`config.mk`:
```
export PLATFORM = sky130hd
export DESIGN_NAME = sram_sync_ctrl_flat
export DESIGN_NICKNAME = d
export VERILOG_FILES = /design/src/rtl/sram_pkg.sv /design/src/rtl/sram_sync_ctrl_if.sv /design/src/rtl/sram_clear_seq.sv /design/src/rtl/sram_sync_ctrl.sv /design/src/flat_wrapper.sv
export SDC_FILE = /design/constraint.sdc
export NUM_CORES = 2
export LEC_CHECK = 0
export ABC_AREA = 1
export CORE_MARGIN = 2
export CORE_UTILIZATION = 50
export CTS_BUF_LIST = sky130_fd_sc_hd__clkbuf_2
export CTS_CLUSTER_SIZE = 12
export DETAILED_ROUTE_END_ITERATION = 10
export PLACE_DENSITY = 0.64
export SYNTH_ARGS = -nofsm -noshare
export SYNTH_HDL_FRONTEND = slang
export SYNTH_HIERARCHICAL = 1
export SYNTH_SLANG_ARGS = --single-unit
```
`constraint.sdc`:
```
create_clock -name clk -period 9.98 [get_ports clk]
set_input_delay 1.996 -clock clk [delete_from_list [all_inputs] [get_ports clk]]
set_output_delay 1.996 -clock clk [all_outputs]
set_load 0.005 [all_outputs]
```
`src/rtl/sram_pkg.sv`:
```
// Shared types and helpers for the synchronous SRAM controller.
// Latency: n/a (declarations only).
// Backpressure: n/a.
// Contents: controller state enum, default geometry, byte parity helper.
package sram_pkg;

    typedef enum logic {
        CLEAR = 1'b0,
        READY = 1'b1
    } sram_state_e;

    localparam int DEF_DATA_WIDTH = 16;
    localparam int BE_WIDTH       = DEF_DATA_WIDTH / 8;

    // Even parity: the stored bit makes the total count of ones (data + parity) even.
    function automatic logic byte_parity(input logic [7:0] b);
        return ^b;
    endfunction

endpackage

```
`src/rtl/sram_sync_ctrl_if.sv`:
```
// Request/response bundle between a host and sram_sync_ctrl.
// Latency: n/a (wires only).
// Backpressure: req_valid/req_ready on requests, rsp_valid/rsp_ready on read responses.
// Ports: master = host side, slave = controller side. rsp_perr/inj_perr exist only
// when SRAM_PARITY_EN is defined.
interface sram_sync_ctrl_if
    import sram_pkg::*;
#(
    parameter int DATA_WIDTH = DEF_DATA_WIDTH,
    parameter int ADDR_WIDTH = 8
);
    localparam int BYTES = DATA_WIDTH / 8;

    logic                  req_valid;
    logic                  req_ready;
    logic                  req_we;
    logic [ADDR_WIDTH-1:0] req_addr;
    logic [DATA_WIDTH-1:0] req_wdata;
    logic [BYTES-1:0]      req_be;
    logic                  rsp_valid;
    logic                  rsp_ready;
    logic [DATA_WIDTH-1:0] rsp_rdata;
    logic                  init_done;
    logic                  err_oob;
`ifdef SRAM_PARITY_EN
    logic                  rsp_perr;
    logic                  inj_perr;

    modport master (
        output req_valid, req_we, req_addr, req_wdata, req_be, rsp_ready, inj_perr,
        input  req_ready, rsp_valid, rsp_rdata, init_done, err_oob, rsp_perr
    );
    modport slave (
        input  req_valid, req_we, req_addr, req_wdata, req_be, rsp_ready, inj_perr,
        output req_ready, rsp_valid, rsp_rdata, init_done, err_oob, rsp_perr
    );
`else
    modport master (
        output req_valid, req_we, req_addr, req_wdata, req_be, rsp_ready,
        input  req_ready, rsp_valid, rsp_rdata, init_done, err_oob
    );
    modport slave (
        input  req_valid, req_we, req_addr, req_wdata, req_be, rsp_ready,
        output req_ready, rsp_valid, rsp_rdata, init_done, err_oob
    );
`endif

endinterface

```
`src/rtl/sram_clear_seq.sv`:
```
// Walks every word address once after reset so the array can be filled with the init value.
// Latency: one address per cycle, RAM_DEPTH cycles total; clr_done rises with the last write.
// Backpressure: none; runs unconditionally until done, restarts on reset.
// Ports: clk, reset (sync, active-high) in; clr_we, clr_addr, clr_done out.
module sram_clear_seq #(
    parameter int ADDR_WIDTH = 8,
    parameter int RAM_DEPTH  = 256
) (
    input  logic                  clk,
    input  logic                  reset,
    output logic                  clr_we,
    output logic [ADDR_WIDTH-1:0] clr_addr,
    output logic                  clr_done
);
    localparam logic [ADDR_WIDTH-1:0] LAST_ADDR = ADDR_WIDTH'(RAM_DEPTH - 1);

    logic [ADDR_WIDTH-1:0] cnt_q, cnt_d;
    logic                  done_q, done_d;

    always_comb begin
        cnt_d  = cnt_q;
        done_d = done_q;
        if (!done_q) begin
            if (cnt_q == LAST_ADDR) begin
                done_d = 1'b1;
            end else begin
                cnt_d = cnt_q + 1'b1;
            end
        end
    end

    always_ff @(posedge clk) begin
        if (reset) begin
            cnt_q  <= '0;
            done_q <= 1'b0;
        end else begin
            cnt_q  <= cnt_d;
            done_q <= done_d;
        end
    end

    assign clr_we   = !done_q;
    assign clr_addr = cnt_q;
    assign clr_done = done_q;

endmodule

```
`src/rtl/sram_sync_ctrl.sv`:
```
// Single-port synchronous SRAM with valid/ready requests, registered read response and clear-on-reset.
// Latency: read data one cycle after acceptance; writes complete at the accepting edge.
// Backpressure: one-entry response register; requests stall while a response is held by !rsp_ready.
// Ports: clk, reset (sync, active-high), bus (sram_sync_ctrl_if.slave).
// Optional: define SRAM_PARITY_EN to store a per-byte even-parity bit and expose rsp_perr/inj_perr.
module sram_sync_ctrl
    import sram_pkg::*;
#(
    parameter int                  DATA_WIDTH = 16,
    parameter int                  ADDR_WIDTH = 8,
    parameter int                  RAM_DEPTH  = 256,
    parameter logic [DATA_WIDTH-1:0] INIT_VALUE = '0
) (
    input  logic             clk,
    input  logic             reset,
    sram_sync_ctrl_if.slave  bus
);
    localparam int BYTES = DATA_WIDTH / 8;
`ifdef SRAM_PARITY_EN
    localparam int STORE_W = DATA_WIDTH + BYTES;   // parity bits sit above the data bits
`else
    localparam int STORE_W = DATA_WIDTH;
`endif
    localparam logic [ADDR_WIDTH-1:0] LAST_ADDR = ADDR_WIDTH'(RAM_DEPTH - 1);
    // One extra bit so RAM_DEPTH == 2**ADDR_WIDTH is representable.
    localparam logic [ADDR_WIDTH:0]   DEPTH_EXT = (ADDR_WIDTH + 1)'(RAM_DEPTH);

    logic [STORE_W-1:0] mem_q [RAM_DEPTH];

    sram_state_e state_q, state_d;

    logic                  clr_we, clr_done;
    logic [ADDR_WIDTH-1:0] clr_addr;

    logic                  req_ready, accept, in_range;
    logic                  wr_en;
    logic [ADDR_WIDTH-1:0] wr_addr;
    logic [DATA_WIDTH-1:0] wr_data;
    logic [BYTES-1:0]      wr_be;
    logic [STORE_W-1:0]    rd_word;
    logic [DATA_WIDTH-1:0] rd_data;

    logic                  rsp_valid_q, err_oob_q;
    logic [DATA_WIDTH-1:0] rsp_rdata_q;
`ifdef SRAM_PARITY_EN
    logic                  wr_inj;
    logic                  rd_perr;
    logic                  rsp_perr_q;
`endif

    sram_clear_seq #(
        .ADDR_WIDTH (ADDR_WIDTH),
        .RAM_DEPTH  (RAM_DEPTH)
    ) u_clear_seq (
        .clk      (clk),
        .reset    (reset),
        .clr_we   (clr_we),
        .clr_addr (clr_addr),
        .clr_done (clr_done)
    );

    always_ff @(posedge clk) begin
        if (reset) begin
            state_q <= CLEAR;
        end else begin
            state_q <= state_d;
        end
    end

    // Leave CLEAR on the same edge that writes the last word, in step with clr_done.
    always_comb begin
        state_d = state_q;
        case (state_q)
            CLEAR:   if (clr_we && clr_addr == LAST_ADDR) state_d = READY;
            READY:   state_d = READY;
            default: state_d = CLEAR;
        endcase
    end

    assign req_ready = (state_q == READY) && (!rsp_valid_q || bus.rsp_ready);
    assign accept    = bus.req_valid && req_ready;
    assign in_range  = {1'b0, bus.req_addr} < DEPTH_EXT;

    // Single write port: the clear sequencer owns it in CLEAR, the host in READY.
    always_comb begin
        wr_en   = 1'b0;
        wr_addr = clr_addr;
        wr_data = INIT_VALUE;
        wr_be   = '1;
        if (state_q == CLEAR) begin
            wr_en = clr_we;
        end else if (accept && bus.req_we && in_range) begin
            wr_en   = 1'b1;
            wr_addr = bus.req_addr;
            wr_data = bus.req_wdata;
            wr_be   = bus.req_be;
        end
    end

`ifdef SRAM_PARITY_EN
    assign wr_inj = bus.inj_perr;
`endif

    always_ff @(posedge clk) begin
        if (wr_en) begin
            for (int i = 0; i < BYTES; i++) begin
                if (wr_be[i]) begin
                    mem_q[wr_addr][8*i +: 8] <= wr_data[8*i +: 8];
`ifdef SRAM_PARITY_EN
                    mem_q[wr_addr][DATA_WIDTH + i] <= byte_parity(wr_data[8*i +: 8]) ^ wr_inj;
`endif
                end
            end
        end
    end

    assign rd_word = mem_q[bus.req_addr];
    assign rd_data = in_range ? rd_word[DATA_WIDTH-1:0] : '0;

`ifdef SRAM_PARITY_EN
    always_comb begin
        rd_perr = 1'b0;
        for (int i = 0; i < BYTES; i++) begin
            rd_perr = rd_perr | (byte_parity(rd_word[8*i +: 8]) ^ rd_word[DATA_WIDTH + i]);
        end
        rd_perr = rd_perr & in_range;
    end
`endif

    // Response register: loads on an accepted read, otherwise drains on rsp_ready and holds when stalled.
    always_ff @(posedge clk) begin
        if (reset) begin
            rsp_valid_q <= 1'b0;
            rsp_rdata_q <= '0;
            err_oob_q   <= 1'b0;
`ifdef SRAM_PARITY_EN
            rsp_perr_q  <= 1'b0;
`endif
        end else begin
            err_oob_q <= accept && !in_range;
            if (accept && !bus.req_we) begin
                rsp_valid_q <= 1'b1;
                rsp_rdata_q <= rd_data;
`ifdef SRAM_PARITY_EN
                rsp_perr_q  <= rd_perr;
`endif
            end else if (bus.rsp_ready) begin
                rsp_valid_q <= 1'b0;
            end
        end
    end

    assign bus.req_ready = req_ready;
    assign bus.rsp_valid = rsp_valid_q;
    assign bus.rsp_rdata = rsp_rdata_q;
    assign bus.init_done = clr_done;
    assign bus.err_oob   = err_oob_q;
`ifdef SRAM_PARITY_EN
    assign bus.rsp_perr  = rsp_perr_q;
`endif

endmodule

```
`src/flat_wrapper.sv`:
```
// flat-port wrapper written by rule: the top's interface ports become plain ports
module sram_sync_ctrl_flat import sram_pkg::*;
#(
    parameter int                  DATA_WIDTH = 16,
    parameter int                  ADDR_WIDTH = 8,
    parameter int                  RAM_DEPTH  = 256,
    parameter logic [DATA_WIDTH-1:0] INIT_VALUE = '0
)
  (clk, reset, bus_req_valid, bus_req_we, bus_req_addr, bus_req_wdata, bus_req_be, bus_rsp_ready, bus_req_ready, bus_rsp_valid, bus_rsp_rdata, bus_init_done, bus_err_oob);
  sram_sync_ctrl_if #(.DATA_WIDTH(DATA_WIDTH), .ADDR_WIDTH(ADDR_WIDTH)) bus_i ();
  input  logic clk;
  input  logic reset;
  input wire logic [$bits(bus_i.req_valid)-1:0] bus_req_valid;
  input wire logic [$bits(bus_i.req_we)-1:0] bus_req_we;
  input wire logic [$bits(bus_i.req_addr)-1:0] bus_req_addr;
  input wire logic [$bits(bus_i.req_wdata)-1:0] bus_req_wdata;
  input wire logic [$bits(bus_i.req_be)-1:0] bus_req_be;
  input wire logic [$bits(bus_i.rsp_ready)-1:0] bus_rsp_ready;
  output wire logic [$bits(bus_i.req_ready)-1:0] bus_req_ready;
  output wire logic [$bits(bus_i.rsp_valid)-1:0] bus_rsp_valid;
  output wire logic [$bits(bus_i.rsp_rdata)-1:0] bus_rsp_rdata;
  output wire logic [$bits(bus_i.init_done)-1:0] bus_init_done;
  output wire logic [$bits(bus_i.err_oob)-1:0] bus_err_oob;
  assign bus_i.req_valid = bus_req_valid;
  assign bus_i.req_we = bus_req_we;
  assign bus_i.req_addr = bus_req_addr;
  assign bus_i.req_wdata = bus_req_wdata;
  assign bus_i.req_be = bus_req_be;
  assign bus_i.rsp_ready = bus_rsp_ready;
  assign bus_req_ready = bus_i.req_ready;
  assign bus_rsp_valid = bus_i.rsp_valid;
  assign bus_rsp_rdata = bus_i.rsp_rdata;
  assign bus_init_done = bus_i.init_done;
  assign bus_err_oob = bus_i.err_oob;
  sram_sync_ctrl #(.DATA_WIDTH(DATA_WIDTH), .ADDR_WIDTH(ADDR_WIDTH), .RAM_DEPTH(RAM_DEPTH), .INIT_VALUE(INIT_VALUE)) u_core (.clk(clk), .reset(reset), .bus(bus_i));
endmodule
```
==> results.ini <==
[synthesis]
synthAoiAreaFrac_pct=0.1208
synthCells=14360
ys_warn_count=6
ys_types=27
ys_chip_area_um2=167800
yosysTopAreaCell=edfxtp_1
numSynthFlops=4123
synth.area.top_cells=edfxtp_1, nand3_1, nand2_1, nor2_1, buf_2
syn_area_per_cell_um2=11.68
synth_top_cell_by_count=nand2_1
flop_cell=edfxtp_1
yosys.area.top_type_share_pct=73.32
common_cells=nand2_1, edfxtp_1, nand3_1
synthAdderAreaFrac_pct=0.007458
synthXorXnorAreaFrac_pct=0
ys_cells=14360
synthesis.area_um2=167800
synth-simple-area-share_pct=23.49
mux_share_pct=0
edf_count=4096
floorplan.nets=14390
ys_async_sr_fraction_pct=0
logic_family=simple AND/OR/NAND/NOR gates
ys_seq_share_pct=73.64

[pwr]
irDropWorstVdd_mv=0.1200
p_per_area_nw_per_um2=173.6
total_power_mw=31.37
p_leak_nw=69.07

[worst_setup_path]
slowest_stage=dfxtp_1
worstSetupStartpoint=u_core/bus.rsp_rdata[12]$_SDFFE_PP0P_
worstSetupPathType=reg2out
rr_worst_depth=10
critPathArrivalTime_ns=3.57
path_max_fanout=2
required_ns=7.98
cp-end-kind=output pin
critPathCapture=bus_rsp_rdata[12]
reg2reg_slack_ns=5.36
startpoint_type=register
rr_startpoint=u_core/bus.rsp_valid$_SDFFE_PP0P_
crit_cells=1
crit_buf_inv=1
slowest_delay_ns=0.74
reg2reg_to=u_core/mem_q[215][4]$_DFFE_PP_
crit_path_cell_trace=clkdlybuf4s50_1
cpLargestDelayFamily=flip-flops

[final_layout]
regArea_um2=123500
layout.nets=14730
stdcell_area_um2=180700
syn_to_final_growth_pct=7.723
final-comb-area_um2=39860
final_cell_mix=nand2_1, edfxtp_1, nand3_1
fin_util_pct=54.16
nFillCells=28790
layoutNonFillerInstCount=19760
drive_above_1_share_pct=12.09
lay_top_count=nand2_1

[clock_network]
cts_root_buffer=clkbuf_2
cts_max_level=7
clkSinkCount=4123
cts_hold_buf=0
cts_buffers=1098
clockBufferDepth=5
post_cts_resize_count=0
path_clk_slew_ns=0.12
insertion_delay_ns=2.32
postCtsSetupBuffers=0
cts_tree=yes

[die]
dieWidth_um=583.2
core_um2=333700
chip_area_um2=340200
core_util_floorplan_pct=50.27
die-height_um=583.2
ios=51
fp-row-count=212

[placement]
gp_congestion=0.9013
dp.cells=17990
place_ws_ns=3.345
dpl.hpwl_um=284000
portBuffers=49
placed_cell_area_um2=171900

[worst_hold_path]
min_delay_path_depth=3
min_to=u_core/u_clear_seq/clr_done$_SDFF_PP0_
hold_start=reset
hp-class=in2reg

[route]
wl_met3_um=52300
post_drt_via_cell_ratio=5.826
detail_route.iter0.violations=14840
wl_um=493000
drt-met1-wl_um=191900
drc=0
ant_nets=0
vias=115100
dr_wl_met2_um=226400
top_layer_used=met5
dr.pass1.iters=7

[global_route]
grt_max_degree=177
track_usage_pct=28.80
grtUsageMet2_pct=43.83
grt_pass1_wl_um=715600
antenna_found_initial=21
globalRouteOverflowTotal=0
grt_pass1_vias=110700
met3_usage_pct=6.921
use_met1_pct=38.66

[sta]
max_freq_mhz=179.6
hold_viol=0
relSlewSlack_pct=19.76
tightest_slew_ns=1.202
setup_tns_ns=0
finalCritPeriodShare_pct=55.80
min_period_ns=5.569
layout_setup_ws_ns=4.411
grt_setup_unrepaired=false
fin_skew_ns=0.2683
holdWs_ns=0.4926
setup_viol=0
slew_viol_final=0

[run]
warnings=216
maxCapViolCount=0

[status]
status=complete, no violations

layout make-up:
type                       instances  area share (%)
clock inverter                   216          0.6425
tap                             4387           3.037
sequential                      4123           68.36
clock buffer                    1523           4.218
antenna                           31         0.04293
timing repair buffer             243           1.445
inverter                          86          0.1987
multi-input combinational       9150           22.06
report_power, final:
group / total [mW] / internal, mW / switching [mW]
registers: 18.7 / 18.7 / 0.00566
clock network: 10.9 / 4.35 / 6.59
logic: 1.68 / 0.397 / 1.29
total: 31.4 / 23.5 / 7.88
registers in the layout, indices dropped and copies added, names as in the netlist:
| register | count |
|---|---|
| u_core/mem_q | 4096 |
| u_core/state_q | 1 |
| u_core/u_clear_seq/clr_done | 1 |
| u_core/bus.rsp_rdata | 16 |
| u_core/u_clear_seq/clr_addr | 8 |
| u_core/bus.rsp_valid | 1 |
### Where the registers sit

(1 px per µm)
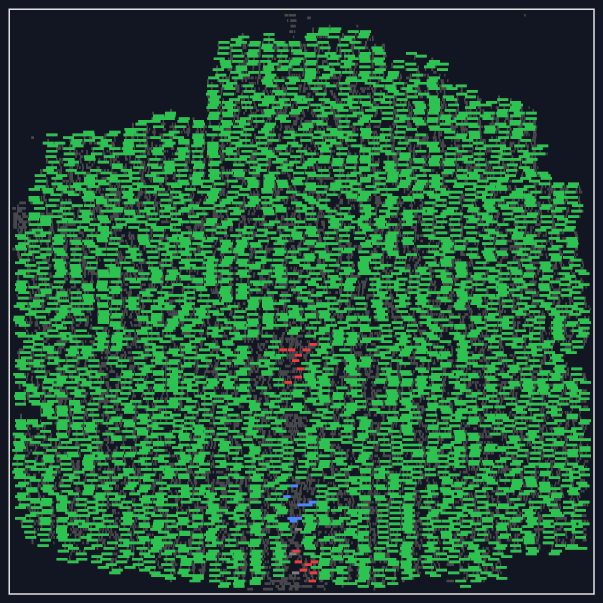
signal	colour	sequential cells
`u_core/u_clear_seq/clr_addr`	blue	8
`u_core/bus.rsp_rdata`	red	16
`u_core/mem_q`	green	4096

### M2 wires

(1 px per µm)
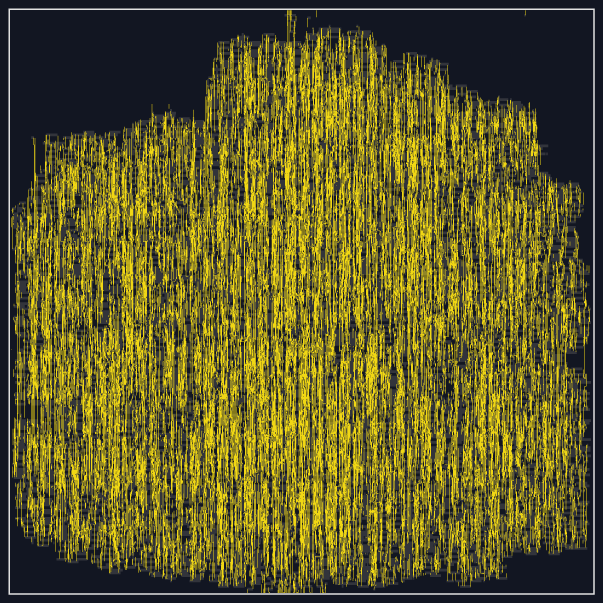
wire length on this layer	226 mm
nets with wire on the layer	10508
main direction	vertical
share of all routed wire	46%

### Close-up of the layout

Window x 272 to 312, y 388 to 428 µm. Cells in grey, sequential cells in the stronger grey; small squares are vias.
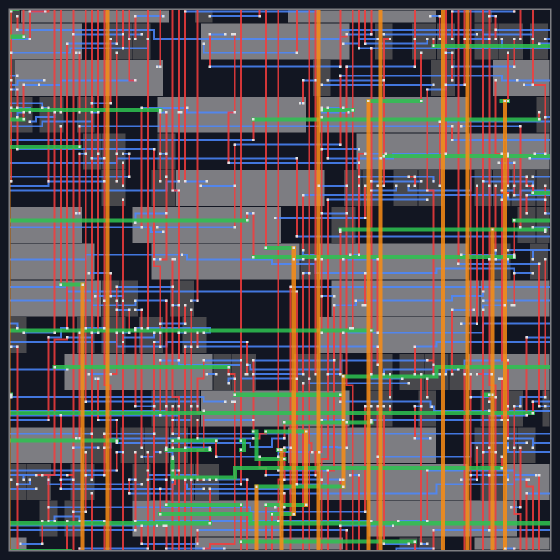
layer	colour
metal 4	orange
metal 3	green
metal 2	red
metal 1	blue
cells with their middle in the window	91
sequential cells in the window	20
most frequent	nand3_1 (33), nand2_1 (26), edfxtp_1 (20)
netlist names of flops here include	`u_core/mem_q` (20)

### Congestion heat map

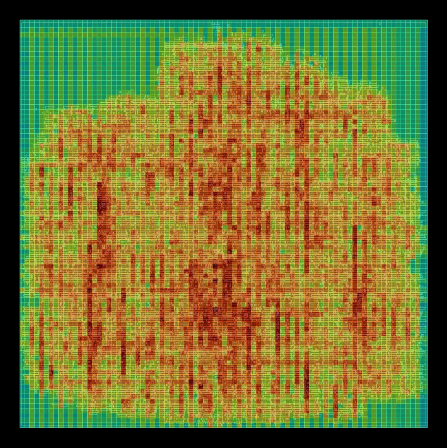
routed len/inst: 24.95 µm
most used routing layer: met2

